**config.mk**
```make
export PLATFORM = sky130hd
export DESIGN_NAME = nand3_structural_unit
export DESIGN_NICKNAME = d
export VERILOG_FILES = /design/src/rtl/nand3_structural_unit.sv
export SDC_FILE = /design/constraint.sdc
export NUM_CORES = 1
export LEC_CHECK = 0
export CORE_AREA = 4 4 41 43
export CTS_BUF_LIST = sky130_fd_sc_hd__clkbuf_2
export CTS_CLUSTER_SIZE = 14
export DETAILED_ROUTE_END_ITERATION = 10
export DIE_AREA = 0 0 45 47
export PLACE_DENSITY = 0.64
export SLEW_MARGIN = 10
export SYNTH_ARGS = -nofsm -noshare
export SYNTH_HDL_FRONTEND = slang
export SYNTH_SLANG_ARGS = --single-unit
```
**constraint.sdc**
```tcl
create_clock -name clk -period 1.8 [get_ports clk]
set_input_delay 0.54 -clock clk [delete_from_list [all_inputs] [get_ports clk]]
set_output_delay 0.54 -clock clk [all_outputs]
set_load 0.005 [all_outputs]
```
**src/rtl/nand3_structural_unit.sv**
```systemverilog
// 3-input NAND built only from 2-input NAND cells. It also provides a registered
// copy of the output, a sticky self-check against a behavioural reference, and a
// saturating count of the cycles in which the registered output was low.

module Nand2Cell (
  input  logic a_i,
  input  logic b_i,
  output logic y_o
);

  assign y_o = ~(a_i & b_i);

endmodule

module nand3_structural_unit #(
  parameter int CNT_W = 8
) (
  input  logic             clk,
  input  logic             rst,
  input  logic             A,
  input  logic             B,
  input  logic             C,
  output logic             y_nand,
  output logic             y_nand_q,
  output logic             mismatch,
  output logic [CNT_W-1:0] low_count
);

  logic n1;
  logic n2;
  logic refNand;

  logic             yNand_q,    yNand_d;
  logic             mismatch_q, mismatch_d;
  logic [CNT_W-1:0] lowCount_q, lowCount_d;

  // The second cell, with its inputs tied together, inverts n1 back to A & B.
  Nand2Cell u_n1 (.a_i(A),  .b_i(B),  .y_o(n1));
  Nand2Cell u_n2 (.a_i(n1), .b_i(n1), .y_o(n2));
  Nand2Cell u_n3 (.a_i(n2), .b_i(C),  .y_o(y_nand));

  assign refNand = ~(A & B & C);

  // The counter uses the pre-edge registered value, so it lags the inputs by two edges.
  always_comb begin
    yNand_d    = y_nand;
    mismatch_d = mismatch_q | (y_nand != refNand);
    lowCount_d = lowCount_q;
    if (!yNand_q && (lowCount_q != {CNT_W{1'b1}})) begin
      lowCount_d = lowCount_q + CNT_W'(1);
    end
  end

  always_ff @(posedge clk) begin
    if (rst) begin
      yNand_q    <= 1'b1;
      mismatch_q <= 1'b0;
      lowCount_q <= '0;
    end else begin
      yNand_q    <= yNand_d;
      mismatch_q <= mismatch_d;
      lowCount_q <= lowCount_d;
    end
  end

  assign y_nand_q  = yNand_q;
  assign mismatch  = mismatch_q;
  assign low_count = lowCount_q;

endmodule

```
==> impl_metrics.yaml, run 1 <==
# implementation run metrics
status:
  status: "finished clean"
yosys:
  yosysCellCount: 54
  largest_area_cell: "dfxtp_1"
  ys_area_sq_um: 487
  ys_ff: 9
  common_cells: "dfxtp_1, a21oi_1, nand2_1"
  yosys_warnings: 0
  syn_avg_cell_area_sq_um: 9.01
  synth.area.top_cells: "dfxtp_1, mux2_4, a21oi_1"
  synth_cell_type_count: 28
power:
  power.leakage_nw: 0.254
  power.total_w: 0.000365
  p_per_area_mw_per_mm2: 552
detailed_routing:
  drtAntennaViolNets: 0
  totalWireLength_mm: 1.10
  drtIter0Drc: 4
  top_layer: "met4"
  drc_errors: 0
  dr.pass1.iters: 4
  met1_length_um: 527
  vias: 438
  wl_met2_um: 489
setup_path:
  crit_required_ns: 1.26
  worst_path_largest_cell_delay_ns: 0.46
  start_kind: "primary input"
  r2r_cells: 4
  worstReg2RegEnd: "low_count[0]$_SDFFE_PP0P_"
  cp.arrival_ns: 1.21
  r2r-start: "low_count[0]$_SDFFE_PP0P_"
  crit_chain: "clkdlybuf4s50_1, nand3_1, buf_2"
place:
  io_buffer_count: 14
final_timing:
  fmax_mhz: 573
  fin_crit_sh_pct: 97.0
  min_period_ns: 1.75
  fin_worst_skew_ns: 0.0104
  setup_slack_ns: 0.0543
clock_tree:
  cts-root-buf: "clkbuf_2"
  cts.sinks: 9
  h-tree-depth: 1
  ctsLongestPathBuffers: 2
  cts_tree: "built"
  post_cts_buffers: 0
floorplan:
  dieHeight_um: 47
  core.rowCount: 13
  die_w_um: 45
  fp_util_pct: 37.4
hold_path:
  whs_path_depth: 2
  hold_path_class: "flop to flop"
  min_from: "low_count[1]$_SDFFE_PP0P_"
cells_and_area:
  final_nets: 78
  drive_gt1_share_pct: 21.1
  antenna_cells: 0
job:
  maxCapViolations: 0
grt:
  antenna_found_initial: 0
  grt_pass1_vias: 409
-- run 1: power breakdown --
| group | internal (W) | switching, W | leakage [nW] | total, W |
|---|---|---|---|---|
| Sequential | 0.000199 | 0.00000223 | 0.0740 | 0.000201 |
| Clock | 0.0000590 | 0.0000798 | 0.0166 | 0.000139 |
| Combinational | 0.0000148 | 0.00000964 | 0.163 | 0.0000245 |
-- run 1: layout by cell type (no fill, tap or decap), types with 2 or more instances in the layout --
cell / Yosys / layout
clkbuf_2: 0 / 4
a21oi_1: 4 / 4
o21bai_1: 2 / 2
nand3_1: 2 / 2
mux2_4: 2 / 2
a21oi_2: 2 / 2
nand4b_1: 2 / 2
nand2b_1: 2 / 2
nand2_1: 4 / 4
inv_1: 3 / 3
buf_4: 1 / 2
nor2_1: 2 / 2
dfxtp_1: 9 / 5
nor2b_1: 2 / 2
dfxtp_2: 0 / 3
nor3_1: 3 / 3
clkdlybuf4s50_1: 0 / 13
-- run 1: what timing repair did --
item | CTS | global route
gates resized | 5 | 4
hold buffers | 0 | 0
endpoints found under the setup margin | 2 | 4
-- run 1: registers in the layout, summed over array words and instances (netlist names) --
| register | count |
|---|---|
| low_count | 8 |
| y_nand_q | 1 |
-- run 1: kinds of logic (layout without fill, tap and decap cells) --
kind of cell    count (synthesis)  in the layout  synth area share [%]
mux                             3              3                  8.23
flops                           9              9                  37.0
other cells                     1              1                 0.770
simple gates                   21             21                  25.2
fa+ha+maj                       1              1                  2.57
compound gates                 13             13                  19.3
buf+inv                         6             23                  6.94
-- run 1: through the flow --
stage | hold slack, ns | cells
after global routing | 0.577 | 86
after detailed placement | 0.509 | 82
after global placement | 0.500 | 82
final | 0.546 | 86
after floorplan | 0.488 | 54
after CTS | 0.548 | 86
-- run 1: metal layers --
metal  up-vias  global-route usage (%)
li1        227                       -
met1       194                    14.2
met2        12                    18.1
met3         5                    4.60
met4         0                    8.77
met5         -                       0
-- run 1: worst max-delay path, delay by kind of cell --
| family | cells | cell delay, ns |
|---|---|---|
| and+or+nand+nor | 1 | 0.08 |
| buffers and inverters | 2 | 0.59 |
-- run 1: worst max-delay path by stage --
stage | start | end | slack (ns) | depth (start not counted)
final | A | y_nand | 0.05 | 3
after global routing | low_count[1]$_SDFFE_PP0P_ | low_count[1] | 0.003 | 1
after detailed placement | A | y_nand | -0.29 | 3
after CTS | low_count[7]$_SDFFE_PP0P_ | low_count[7] | 0.005 | 1
after floorplan | low_count[0]$_SDFFE_PP0P_ | low_count[0]$_SDFFE_PP0P_ | 0.39 | 4
after global placement | A | y_nand | -0.27 | 3
-- run 1: final cells by class --
cell class	count	area, sq um
clock buffers	4	20.0
well taps	15	18.8
flip-flops and latches	9	188
fillers	139	641
multi-input cells	39	273
inverters	3	11.3
repair buffers	16	150
Run 1, clock distribution:
Drawn at 6 px/um.
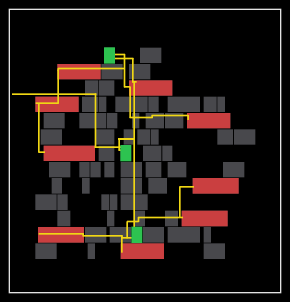
[green] cells driving clock nets | count: 3
[yellow] clock wires | length: 163 um
[red] flip-flops | count: 9
routed clock nets	4

Run 1, layout detail:
Region (24, 2) to (44, 22) um. Cells in gray, sequential cells in the stronger gray; small squares are vias.
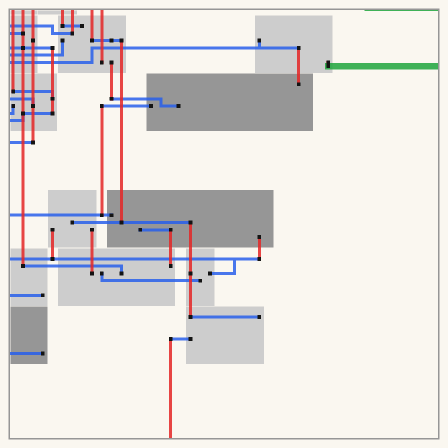
color	layer
red	met2
green	met3
blue	met1
cells with their middle in the window	9
sequential cells in the window	2
most frequent	clkdlybuf4s50_1 (2), dfxtp_2 (2)
netlist names of flops here include	low_count (2)

Run 1, track usage over the die:
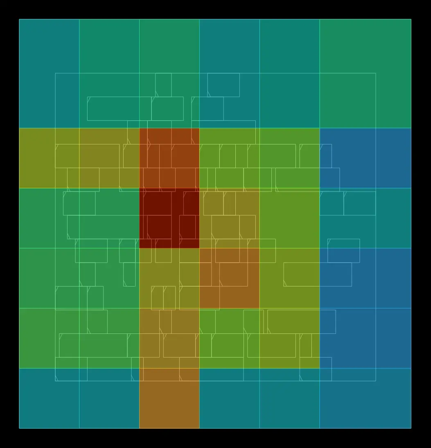
Final Util: 50.8%
global routing usage on met1: 14.2%
routed wire length per instance: 12.7 um

Run 1, routed metal, one color a layer:
Drawn at 8 px/um.
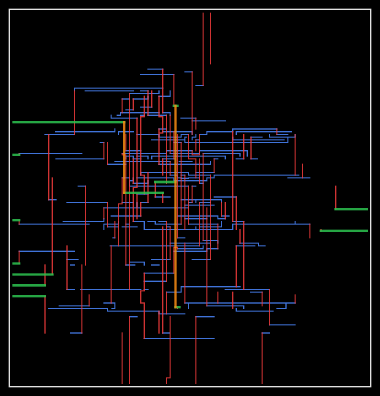

## Run 2: what changed since run 1
--- a/config.mk
+++ b/config.mk
@@ -5,6 +5,7 @@
 export SDC_FILE = /design/constraint.sdc
 export NUM_CORES = 1
 export LEC_CHECK = 0
+export ABC_AREA = 1
 export CORE_AREA = 4 4 41 43
 export CTS_BUF_LIST = sky130_fd_sc_hd__clkbuf_2
 export CTS_CLUSTER_SIZE = 14
Run 2, routed metal, one color a layer:
Drawn at 8 px/um.
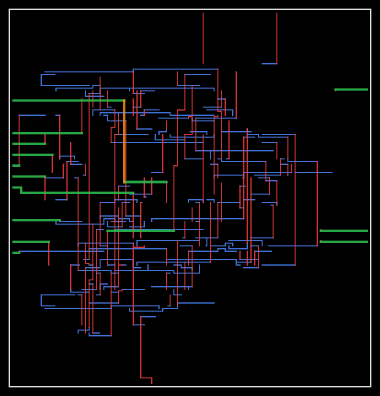
color	layer	wire length
blue	met1	502 um
red	met2	494 um
green	met3	91.1 um
orange	met4	10.2 um
Total GRT Usage: 12.7%
Post-Route WL: 1.10 mm
total number of vias: 493
routed wire length per instance: 10.5 um

Run 2, gate families picked out:
Drawn at 8 px/um.
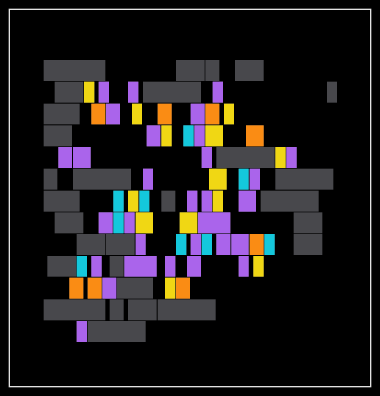
color	family	cells	most used
cyan	inverters	9	inv_1
orange	inverting AOI/OAI gates	8	a21oi_1
yellow	NOR gates	13	nor2_1
purple	NAND gates	30	nand2_1

==> impl_metrics.yaml, run 2 <==
# implementation run metrics
floorplan:
  die_w_um: 45
  dieHeight_um: 47
  die_area_sq_mm: 0.00212
  fp_util_pct: 37.1
  core.rowCount: 13
grt:
  grt_pass1_vias: 485
  antenna_found_initial: 0
  grt_max_degree: 11
job:
  maxCapViolations: 0
  warnings: 26
yosys:
  fp_nets: 78
  synth_cells: 72
  most_common_cell: "nand2_1"
  synth.area.top_cells: "dfxtp_1, nand2_1, nand3_1"
  common_cells: "nand2_1, dfxtp_1, nor2_1"
  aoi_share_pct: 8.55
  ys_ff: 9
  simple_gate_area_share_pct: 42.2
  yosys_warnings: 0
  ys_area_sq_um: 483
  syn_avg_cell_area_sq_um: 6.71
  fa_ha_area_share_pct: 2.59
  top_logic_kind: "simple AND/OR/NAND/NOR gates"
  mux_area_share_pct: 0
  synth_cell_type_count: 14
  yosysCellCount: 72
  xor_share_pct: 0
  edf_count: 0
  largest_area_cell: "dfxtp_1"
detailed_routing:
  routed_via_density: 4.74
  drtIter0Drc: 2
  dr.pass1.iters: 2
  drtAntennaViolNets: 0
  drc_errors: 0
hold_path:
  hold_path_class: "flop to flop"
  whs_path_depth: 2
setup_path:
  cp.arrival_ns: 1.20
  crit_fanout: 2
  worstReg2RegEnd: "low_count[5]$_SDFFE_PP0P_"
  crit_required_ns: 1.26
  r2r_cells: 6
  cp-startpoint: "B"
  r2r-start: "low_count[1]$_SDFFE_PP0P_"
  start_kind: "primary input"
  crit_path_end: "y_nand"
cells_and_area:
  antenna_cells: 0
  largest_reg_flops: 8
  layout.cells.most_common: "nand2_1"
  ff_latch_area_sq_um: 183
  fillerInstances: 147
  final_cells: 104
  final_nets: 96
  most-common-layout-cells: "nand2_1, clkdlybuf4s50_1, nor2_1"
  drive_gt1_share_pct: 15.7
  logic_area_sq_um: 262
place:
  io_buffer_count: 14
  place_congestion: 0.735
  numPlacedInstances: 100
  dpl.hpwl_um: 836
clock_tree:
  cts_tree: "built"
  cts-root-buf: "clkbuf_2"
  clk_pin_slew_ns: 0.09
  post_cts_buffers: 0
  ctsHoldBuffers: 0
  h-tree-depth: 1
  cts.sinks: 9
  clock.latency.late_pin_ns: 0.25
  ctsLongestPathBuffers: 2
power:
  p_per_area_mw_per_mm2: 549
  ir_worst_vdd_v: 0.000338
  power.leakage_nw: 0.287
final_timing:
  rsz0062_at_grt: "no"
  fin_crit_sh_pct: 96.5
  fmax_mhz: 576
  fin_hold_ws_ns: 0.506
  min_period_ns: 1.74
  finalHoldViolations: 0
  maxSlewViolCount: 0
  fin_worst_skew_ns: 0.00158
  setup_violations: 0
status:
  status: "finished clean"
Run 2, track usage over the die:
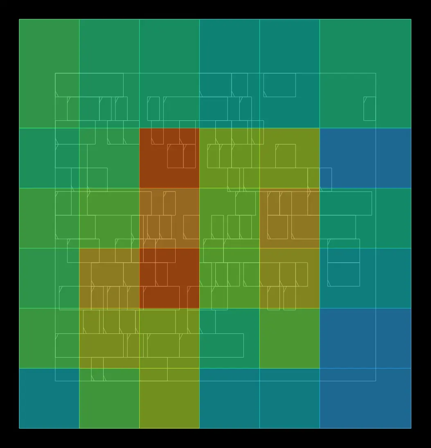
GR met3 Demand/Resource: 5.75%
met2 usage: 20.9%
Final Util: 50.5%
GR peak layer: met2

[run 2: through the flow]
stage          TNS (ns)  area [sq um]  utilization, %  total power [W]  setup slack (ns)
6_report              0           657            50.5         0.000361            0.0626
5_1_grt               0           657            50.5         0.000381            0.0192
4_1_cts               0           649            49.9         0.000371           0.00270
3_5_place_dp     -0.282           634            48.8         0.000234            -0.282
3_3_place_gp     -0.275           634            48.8         0.000233            -0.275
2_1_floorplan         0           483               -         0.000218             0.640
[run 2: worst min path at each step]
| stage | startpoint | end |
|---|---|---|
| after global placement | low_count[6]$_SDFFE_PP0P_ | low_count[6]$_SDFFE_PP0P_ |
| final | low_count[0]$_SDFFE_PP0P_ | low_count[0]$_SDFFE_PP0P_ |
| after CTS | low_count[1]$_SDFFE_PP0P_ | low_count[1]$_SDFFE_PP0P_ |
| after detailed placement | low_count[1]$_SDFFE_PP0P_ | low_count[1]$_SDFFE_PP0P_ |
| after global routing | C | y_nand_q$_SDFF_PP1_ |
| after floorplan | low_count[1]$_SDFFE_PP0P_ | low_count[1]$_SDFFE_PP0P_ |
[run 2: critical path, stage by stage]
cell and delay [ns]:
clkdlybuf4s50_1 0.47, nand3_1 0.06, buf_2 0.12
[run 2: cells by family after synthesis]
logic type,Yosys count
AOI/OAI and AO/OA,8
buffers and inverters,10
adders and majority gates,1
other,1
and+or+nand+nor,43
DFF,9
[run 2: cell type report]
| class | instances | share of cell area, % |
|---|---|---|
| sequential | 9 | 27.8 |
| clock buffer | 4 | 3.05 |
| tap | 15 | 2.86 |
| timing repair buffer | 14 | 21.3 |
| multi-input combinational | 53 | 39.8 |
| inverter | 9 | 5.14 |
[run 2: per-layer routing]
layer / global-route usage, % / part of all wire, % / vias up
met5: 0 / 0 / -
met2: 20.9 / 45 / 15
met1: 13.0 / 46 / 213
li1: - / - / 263
met4: 8.77 / 0.91 / 0
met3: 5.75 / 8.3 / 2
[run 2: where the power goes]
| part | switching (W) | total (W) | internal, W |
|---|---|---|---|
| Sequential | 0.00000170 | 0.000202 | 0.000201 |
| Combinational | 0.0000115 | 0.0000251 | 0.0000136 |
| Clock | 0.0000742 | 0.000133 | 0.0000590 |
| Total | 0.0000874 | 0.000361 | 0.000273 |
[run 2: repair_timing]
item	CTS	global route
setup endpoints to repair	1	3
gates resized	4	4
gates cloned	0	0
Power and IR drop assume default switching activity.
